$ cat src/rtl/ccff_bitstream_loader.sv
// Serializes host bitstream words onto a fabric ccff chain. An optional second
// pass reads back the previous contents from ccff_tail and counts mismatches.
module ccff_bitstream_loader #(
  parameter int CHAIN_LEN = 40,
  parameter int WORD_W    = 8,
  parameter int CNT_W     = 16
) (
  input  logic              prog_clk,
  input  logic              prog_rst_n,
  input  logic              start,
  input  logic              verify,
  input  logic [WORD_W-1:0] word_data,
  input  logic              word_valid,
  output logic              word_ready,
  output logic              ccff_head,
  input  logic              ccff_tail,
  output logic              ccff_shift_en,
  output logic              busy,
  output logic              done,
  output logic              error,
  output logic [CNT_W-1:0]  mismatch_cnt
);
  localparam int NWORDS = (CHAIN_LEN + WORD_W - 1) / WORD_W;
  localparam int BC_W   = $clog2(CHAIN_LEN + 1);
  localparam int BL_W   = $clog2(WORD_W + 1);
  localparam int WL_W   = $clog2(NWORDS + 1);

  localparam logic [BC_W-1:0] LAST_BIT   = BC_W'(CHAIN_LEN - 1);
  localparam logic [BC_W-1:0] CHAIN_END  = BC_W'(CHAIN_LEN);
  localparam logic [BL_W-1:0] FULL_WORD  = BL_W'(WORD_W);
  localparam logic [WL_W-1:0] PASS_WORDS = WL_W'(NWORDS);

  typedef enum logic [1:0] {IDLE, LOAD, VERIFY, DONE} state_t;

  state_t            state;
  logic [WORD_W-1:0] buf_q;
  logic [BL_W-1:0]   bits_left;
  logic [BC_W-1:0]   bit_cnt;
  logic [WL_W-1:0]   words_left;
  logic              verify_q;

  logic             streaming, accept, pass_end, mismatch;
  logic [CNT_W-1:0] mm_next;

  assign streaming     = (state == LOAD) || (state == VERIFY);
  assign ccff_shift_en = streaming && (bits_left != '0) && (bit_cnt < CHAIN_END);
  // Refill on the last shift of the current word so consecutive words stream gaplessly.
  assign word_ready    = streaming && (words_left != '0) &&
                         ((bits_left == '0) || ((bits_left == BL_W'(1)) && ccff_shift_en));
  assign ccff_head     = (bits_left != '0) && buf_q[WORD_W-1];
  assign accept        = word_valid && word_ready;
  assign pass_end      = ccff_shift_en && (bit_cnt == LAST_BIT);
  assign mismatch      = (state == VERIFY) && ccff_shift_en && (ccff_tail != ccff_head);
  assign mm_next       = (mismatch && (mismatch_cnt != '1)) ? mismatch_cnt + CNT_W'(1)
                                                            : mismatch_cnt;

  always_ff @(posedge prog_clk or negedge prog_rst_n) begin
    if (!prog_rst_n) begin
      state        <= IDLE;
      buf_q        <= '0;
      bits_left    <= '0;
      bit_cnt      <= '0;
      words_left   <= '0;
      verify_q     <= 1'b0;
      busy         <= 1'b0;
      done         <= 1'b0;
      error        <= 1'b0;
      mismatch_cnt <= '0;
    end else begin
      done <= 1'b0;
      case (state)
        IDLE: begin
          if (start) begin
            verify_q     <= verify;
            mismatch_cnt <= '0;
            error        <= 1'b0;
            bit_cnt      <= '0;
            bits_left    <= '0;
            words_left   <= PASS_WORDS;
            busy         <= 1'b1;
            state        <= LOAD;
          end
        end
        LOAD, VERIFY: begin
          mismatch_cnt <= mm_next;
          if (accept) begin
            buf_q      <= word_data;
            bits_left  <= FULL_WORD;
            words_left <= words_left - WL_W'(1);
          end else if (ccff_shift_en) begin
            buf_q     <= buf_q << 1;
            bits_left <= bits_left - BL_W'(1);
          end
          if (ccff_shift_en) bit_cnt <= bit_cnt + BC_W'(1);
          // Last chain bit: drop any leftover low bits of the final word.
          if (pass_end) begin
            bits_left  <= '0;
            bit_cnt    <= '0;
            words_left <= PASS_WORDS;
            if (state == LOAD && verify_q) begin
              state <= VERIFY;
            end else begin
              state <= DONE;
              done  <= 1'b1;
              error <= (mm_next != '0);
            end
          end
        end
        DONE: begin
          busy  <= 1'b0;
          state <= IDLE;
        end
        default: state <= IDLE;
      endcase
    end
  end
endmodule

$ cat config.mk
export PLATFORM = sky130hd
export DESIGN_NAME = ccff_bitstream_loader
export DESIGN_NICKNAME = d
export VERILOG_FILES = /design/src/rtl/ccff_bitstream_loader.sv
export SDC_FILE = /design/constraint.sdc
export NUM_CORES = 1
export LEC_CHECK = 0
export ABC_AREA = 0
export CORE_ASPECT_RATIO = 0.75
export CORE_UTILIZATION = 45
export CTS_BUF_LIST = sky130_fd_sc_hd__clkbuf_16
export DETAILED_ROUTE_END_ITERATION = 8
export PLACE_DENSITY = 0.68
export SETUP_SLACK_MARGIN = 0.15
export SKIP_CTS_REPAIR_TIMING = 1
export SYNTH_ARGS = -nofsm -noshare
export SYNTH_HDL_FRONTEND = slang
export SYNTH_SLANG_ARGS = --single-unit
$ cat constraint.sdc
create_clock -name prog_clk -period 3.3 [get_ports prog_clk]
set_input_delay 0.825 -clock prog_clk [delete_from_list [all_inputs] [get_ports prog_clk]]
set_output_delay 0.825 -clock prog_clk [all_outputs]
set_load 0.03 [all_outputs]
run_1/port_trees.png
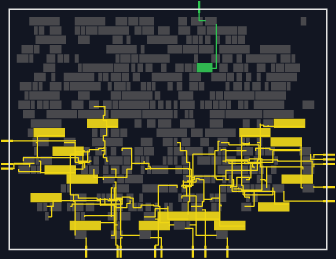
Key: `mismatch_cnt` = yellow [bits 16, direction output, edge 8 bottom, 5 right, 3 left, end cells 16, wire 991 microns]; `word_valid` = green [bits 1, direction input, edge top, end cells 1, wire 19.0 microns]
IO Count: 36
number of input and output port buffers inserted: 35

run_1/sizing.png
Bar = 20 microns.
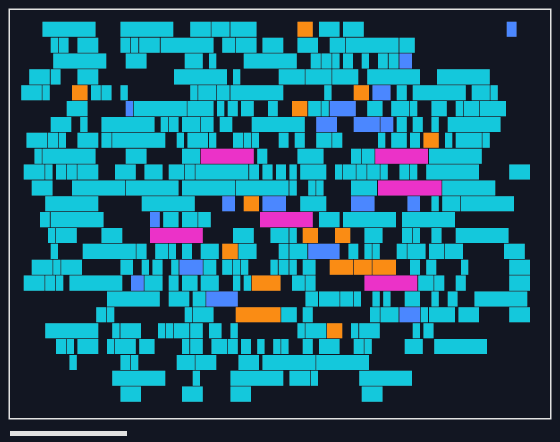
Key: x3 and x4 = orange [cells 15, share 4.3%]; x6 and larger = magenta [cells 6, share 1.7%]; x2 = blue [cells 18, share 5.2%]; x1 and smaller = cyan [cells 307, share 89%]
area grow syn2layout: 21.0%
non-clock buffer total of the final layout: 43
cell area after layout: 3350 sq um

run_1/clock_nets.png
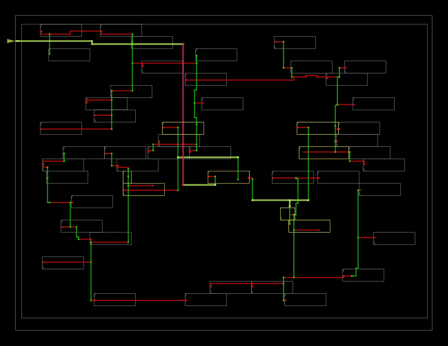
Clk power: 0.000567 W
worst-skew pair later-pin latency: 0.28 ns
number of CTS-inserted buffers: 5
Sink Count: 43
maximum clock skew at final layout: 0.00632 ns

==> impl_results.html, run 1 <==
<h2>Implementation results</h2>
<table>
<tr><th>Metric</th><th>Value</th></tr>
<tr><th colspan="2">Min path</th></tr>
<tr><td>Startpoint of the lowest-slack hold path</td><td>words_left[0]</td></tr>
<tr><td>Path category of the worst min-delay check</td><td>register to register</td></tr>
<tr><th colspan="2">Final layout</th></tr>
<tr><td>Clock network share of area</td><td>0.0504</td></tr>
<tr><td>Biggest register</td><td>mismatch_cnt</td></tr>
<tr><td>Inverters</td><td>13</td></tr>
<tr><td>Final Instance Count excl. Fillers</td><td>424</td></tr>
<tr><td>Number of flip-flops in the largest register</td><td>16</td></tr>
<tr><td>Top logic cells by instance count in the layout</td><td>nand2_1, dfrtp_1, o21ai_0</td></tr>
<tr><td>Logic share of the area</td><td>0.465</td></tr>
<tr><td>Count of antenna diodes in the layout</td><td>0</td></tr>
<tr><td>Final nets</td><td>370</td></tr>
<tr><th colspan="2">Clock tree</th></tr>
<tr><td>Root buffer cell</td><td>clkbuf_16</td></tr>
<tr><td>Total number of H-tree levels</td><td>2</td></tr>
<tr><td>Clk pin slew, worst setup/hold paths</td><td>0.06 ns</td></tr>
<tr><td>CTS tree</td><td>built</td></tr>
<tr><th colspan="2">Worst setup path</th></tr>
<tr><td>Critical Path Start Type</td><td>register</td></tr>
<tr><td>Terminus of the critical flop-to-flop path</td><td>error</td></tr>
<tr><td>Origin of the worst setup path</td><td>state[1]</td></tr>
<tr><td>Setup slack on the worst flop-to-flop path</td><td>0.41 ns</td></tr>
<tr><td>Arrival time of the worst setup path</td><td>2.18 ns</td></tr>
<tr><td>Cell count of the worst reg-to-reg path</td><td>9</td></tr>
<tr><th colspan="2">Die</th></tr>
<tr><td>Full die area</td><td>6480 sq um</td></tr>
<tr><td>Row cnt</td><td>24</td></tr>
<tr><td>Tap Count</td><td>78</td></tr>
<tr><td>Fraction of the core area occupied by cells at floorplan</td><td>0.471</td></tr>
<tr><th colspan="2">Global route</th></tr>
<tr><td>Wire length of the first global-routing pass</td><td>10800 microns</td></tr>
<tr><td>Overall track demand over capacity in global routing</td><td>0.211</td></tr>
<tr><td>Largest net degree at the start of global routing</td><td>44</td></tr>
<tr><td>Congestion Overflow GR</td><td>0</td></tr>
<tr><th colspan="2">Synth</th></tr>
<tr><td>Share of synthesized cell area in full adder, half adder and majority cells</td><td>0.0497</td></tr>
<tr><td>Average size of a mapped cell</td><td>8.82 sq um</td></tr>
<tr><td>Tally of unique sky130hd cells used after synthesis</td><td>55</td></tr>
<tr><td>AO/OA Area Share</td><td>0.175</td></tr>
<tr><td>Yosys cell count</td><td>314</td></tr>
<tr><td>Mapped Cells</td><td>314</td></tr>
<tr><td>Number of flops mapped to enable cells by yosys</td><td>0</td></tr>
<tr><td>Largest area contributor in the netlist</td><td>dfrtp_1</td></tr>
<tr><td>Cells taking the most area after synthesis</td><td>dfrtp_1, mux2i_1, o21ai_0</td></tr>
<tr><td>XOR/XNOR Fraction of Synth Area</td><td>0.0190</td></tr>
<tr><td>Sequential fraction of the synthesis area</td><td>0.388</td></tr>
<tr><td>Number of register bits inferred by synthesis</td><td>43</td></tr>
<tr><td>Fraction of synthesis flops using an asynchronous set or reset pin</td><td>1.00</td></tr>
<tr><td>MUX share of area</td><td>0.0772</td></tr>
<tr><th colspan="2">Place</th></tr>
<tr><td>Placed cell count</td><td>416</td></tr>
<tr><td>Pre-CTS setup slack</td><td>0.185 ns</td></tr>
<tr><td>Final RePlAce weighted congestion</td><td>0.841</td></tr>
<tr><td>Area after detailed placement</td><td>3180 sq um</td></tr>
<tr><th colspan="2">Flow run</th></tr>
<tr><td>Log Warnings</td><td>31</td></tr>
<tr><td>Number of max-cap violations</td><td>0</td></tr>
<tr><th colspan="2">Timing</th></tr>
<tr><td>Final slew viol count</td><td>0</td></tr>
<tr><td>Headroom to the max-slew limit</td><td>0.364</td></tr>
<tr><td>Final Hold Fails</td><td>0</td></tr>
<tr><td>Setup TNS</td><td>0 ns</td></tr>
<tr><td>Hold slack final</td><td>0.490 ns</td></tr>
<tr><td>Portion of the clock cycle consumed by the worst path in the final layout</td><td>0.910</td></tr>
<tr><th colspan="2">Run status</th></tr>
<tr><td>Run status</td><td>complete, no violations</td></tr>
<tr><th colspan="2">Pwr</th></tr>
<tr><td>Max IR drop VDD</td><td>0.368 mV</td></tr>
<tr><td>Leak Pwr</td><td>1.44 nW</td></tr>
<tr><th colspan="2">Detailed routing</th></tr>
<tr><td>DRC Markers</td><td>0</td></tr>
<tr><td>Iteration tally of the first detailed-router pass</td><td>4</td></tr>
</table>
run 1: per-layer routing:
| layer | vias to the layer above | routed length (microns) | global-route usage |
|---|---|---|---|
| met5 | - | 0 | 0 |
| met3 | 2 | 262 | 0.0436 |
| met2 | 51 | 2660 | 0.303 |
| li1 | 1181 | - | - |
| met1 | 1103 | 3140 | 0.318 |
| met4 | 0 | 31 | 0.0573 |
run 1: critical path: stages (launching register included):
cell,delay [ns]
dfrtp_1,0.41
inv_1,0.08
ha_1,0.42
inv_1,0.08
or4_1,0.58
nor2_1,0.15
buf_4,0.17
run 1: report_power, final:
part | total, W | switching, W | internal, W
Sequential | 0.000770 | 0.000113 | 0.000657
Clock | 0.000567 | 0.000210 | 0.000357
Combinational | 0.00144 | 0.000884 | 0.000556
Total | 0.00278 | 0.00121 | 0.00157
==> run 2: changes to the inputs <==
Settings changed: TNS_END_PERCENT from default to 20.
run_2/layers.png
Bar = 20 microns.
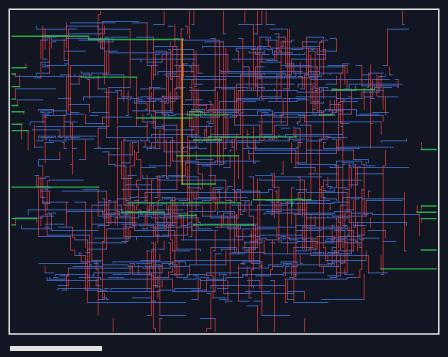
Key: M1 = blue [wire length 3140 microns]; M4 = orange [wire length 31.3 microns]; M3 = green [wire length 262 microns]; M2 = red [wire length 2660 microns]
average routed wire per standard cell: 14.4 microns
overall track demand over capacity in global routing: 0.211

run_2/port_trees.png
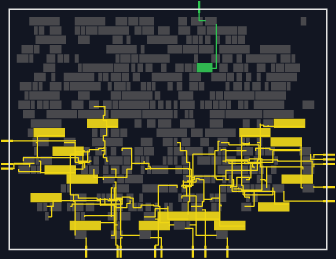
Key: `mismatch_cnt` = yellow [bits 16, direction output, edge 8 bottom, 5 right, 3 left, end cells 16, wire 991 microns]; `word_valid` = green [bits 1, direction input, edge top, end cells 1, wire 19.0 microns]

==> impl_results.html, run 2 <==
<h2>Implementation results</h2>
<table>
<tr><th>Metric</th><th>Value</th></tr>
<tr><th colspan="2">Run status</th></tr>
<tr><td>Run status</td><td>complete, no violations</td></tr>
<tr><th colspan="2">Global route</th></tr>
<tr><td>Routing usage on met3</td><td>0.0436 (unchanged)</td></tr>
<tr><td>Number of antenna violations at the first check in global routing</td><td>0</td></tr>
<tr><td>Congestion Overflow GR</td><td>0 (unchanged)</td></tr>
<tr><td>Routing usage on met2</td><td>0.303 (unchanged)</td></tr>
<tr><td>Global routing's busiest layer</td><td>met1</td></tr>
<tr><td>Met1 global-route usage</td><td>0.318 (unchanged)</td></tr>
<tr><td>Wire length of the first global-routing pass</td><td>10800 microns (unchanged)</td></tr>
<tr><th colspan="2">Worst setup path</th></tr>
<tr><td>Slowest cell on crit path</td><td>or4_1</td></tr>
<tr><td>Number of stages on the worst setup path</td><td>6 (unchanged)</td></tr>
<tr><td>Worst path top cell family by delay</td><td>simple AND/OR/NAND/NOR gates</td></tr>
<tr><td>Cell count of the worst reg-to-reg path</td><td>9 (unchanged)</td></tr>
<tr><td>Total buffers and inverters traversed by the critical path</td><td>3 (unchanged)</td></tr>
<tr><td>Arrival time of the worst setup path</td><td>2.18 ns (about the same)</td></tr>
<tr><td>Origin of the worst setup path</td><td>state[1]</td></tr>
<tr><td>Setup slack on the worst flop-to-flop path</td><td>0.41 ns (about the same)</td></tr>
<tr><td>CP max stage delay</td><td>0.58 ns (about the same)</td></tr>
<tr><td>Critical path fanouts, max</td><td>7</td></tr>
<tr><td>Most numerous cell on the critical path</td><td>inv_1</td></tr>
<tr><td>Terminus of the critical flop-to-flop path</td><td>error</td></tr>
<tr><td>Cell Chain, Critical Path</td><td>inv_1 &gt; ha_1 &gt; inv_1 &gt; or4_1 &gt; nor2_1 &gt; buf_4</td></tr>
<tr><th colspan="2">Synth</th></tr>
<tr><td>Yosys cell count</td><td>314 (unchanged)</td></tr>
<tr><td>Mapped Cells</td><td>314 (unchanged)</td></tr>
<tr><td>Fraction of synthesis flops using an asynchronous set or reset pin</td><td>1.00 (unchanged)</td></tr>
<tr><td>Number of flops mapped to enable cells by yosys</td><td>0 (unchanged)</td></tr>
<tr><td>Sequential fraction of the synthesis area</td><td>0.388 (unchanged)</td></tr>
<tr><td>Cells taking the most area after synthesis</td><td>dfrtp_1, mux2i_1, o21ai_0</td></tr>
<tr><td>Tally of unique sky130hd cells used after synthesis</td><td>55 (unchanged)</td></tr>
<tr><td>Largest area contributor in the netlist</td><td>dfrtp_1</td></tr>
<tr><td>Number of register bits inferred by synthesis</td><td>43 (unchanged)</td></tr>
<tr><td>Average size of a mapped cell</td><td>8.82 sq um (unchanged)</td></tr>
<tr><th colspan="2">Flow run</th></tr>
<tr><td>Number of max-cap violations</td><td>0 (unchanged)</td></tr>
<tr><th colspan="2">Clock tree</th></tr>
<tr><td>Root buffer cell</td><td>clkbuf_16</td></tr>
<tr><td>Sink Count</td><td>43 (unchanged)</td></tr>
<tr><td>Worst-skew pair later-pin latency</td><td>0.28 ns (about the same)</td></tr>
<tr><td>Number of CTS-inserted buffers</td><td>5 (unchanged)</td></tr>
<tr><td>Clk pin slew, worst setup/hold paths</td><td>0.06 ns (about the same)</td></tr>
<tr><td>CTS tree</td><td>built</td></tr>
<tr><td>Total number of H-tree levels</td><td>2 (unchanged)</td></tr>
<tr><th colspan="2">Detailed routing</th></tr>
<tr><td>Detailed-route wire length on metal 1</td><td>3140 microns (unchanged)</td></tr>
<tr><td>Count of antenna-violating nets left after detailed routing</td><td>0</td></tr>
<tr><td>Iteration tally of the first detailed-router pass</td><td>4 (unchanged)</td></tr>
<tr><td>Detailed-routed wire length on met2</td><td>2660 microns (unchanged)</td></tr>
<tr><td>Top layer reached by signal wires</td><td>met4</td></tr>
<tr><td>DRC Markers</td><td>0 (unchanged)</td></tr>
<tr><td>Met3 Wirelength</td><td>262 microns (unchanged)</td></tr>
<tr><th colspan="2">Die</th></tr>
<tr><td>Y dimension of the die</td><td>70.0 microns</td></tr>
<tr><td>Row cnt</td><td>24 (unchanged)</td></tr>
<tr><td>Fraction of the core area occupied by cells at floorplan</td><td>0.471 (unchanged)</td></tr>
<tr><td>Full die area</td><td>6480 sq um (unchanged)</td></tr>
<tr><th colspan="2">Final layout</th></tr>
<tr><td>Final Instance Count excl. Fillers</td><td>424 (unchanged)</td></tr>
<tr><td>Count of antenna diodes in the layout</td><td>0 (unchanged)</td></tr>
<tr><td>Cell area after layout</td><td>3350 sq um (unchanged)</td></tr>
<tr><td>Final nets</td><td>370 (unchanged)</td></tr>
<tr><td>Biggest register</td><td>mismatch_cnt</td></tr>
<tr><td>Number of flip-flops in the largest register</td><td>16 (unchanged)</td></tr>
<tr><td>Area grow syn2layout</td><td>21.0% (unchanged)</td></tr>
<tr><th colspan="2">Timing</th></tr>
<tr><td>Setup TNS</td><td>0 ns (unchanged)</td></tr>
<tr><td>Hold slack final</td><td>0.490 ns (unchanged)</td></tr>
<tr><td>Final Hold Fails</td><td>0 (unchanged)</td></tr>
<tr><td>Portion of the clock cycle consumed by the worst path in the final layout</td><td>0.910 (unchanged)</td></tr>
<tr><th colspan="2">Min path</th></tr>
<tr><td>Path category of the worst min-delay check</td><td>register to register</td></tr>
<tr><td>Startpoint of the lowest-slack hold path</td><td>words_left[0]</td></tr>
<tr><th colspan="2">Pwr</th></tr>
<tr><td>Leak Pwr</td><td>1.44 nW (unchanged)</td></tr>
<tr><td>Max IR drop VDD</td><td>0.368 mV (unchanged)</td></tr>
<tr><th colspan="2">Place</th></tr>
<tr><td>Number of input and output port buffers inserted</td><td>35 (unchanged)</td></tr>
<tr><td>Area after detailed placement</td><td>3180 sq um (unchanged)</td></tr>
<tr><td>Final RePlAce weighted congestion</td><td>0.841 (unchanged)</td></tr>
<tr><td>Pre-CTS setup slack</td><td>0.185 ns (unchanged)</td></tr>
</table>
[run 2: cell families (layout without fill, tap and decap cells)]
logic type,Yosys count,after routing,synth area share
compound gates,77,77,0.175
xor+xnor,6,6,0.0190
fa+ha+maj,11,11,0.0497
buf+inv,32,64,0.0497
flops,43,43,0.388
mux,21,21,0.0772
simple gates,124,124,0.241
[run 2: cell type report]
cell class	count	area, sq um	share of cell area
multi-input cells	239	1560	0.465
flip-flops and latches	43	1080	0.321
repair buffers	43	403	0.120
clock buffers	5	125	0.0373
well taps	78	97.6	0.0291
inverters	13	48.8	0.0146
clock inverters	3	43.8	0.0131
[run 2: power breakdown]
part / internal (W) / switching, W
registers: 0.000657 / 0.000113
logic: 0.000556 / 0.000884
clock network: 0.000357 / 0.000210
total: 0.00157 / 0.00121
Power is estimated from default activity; no workload was simulated.
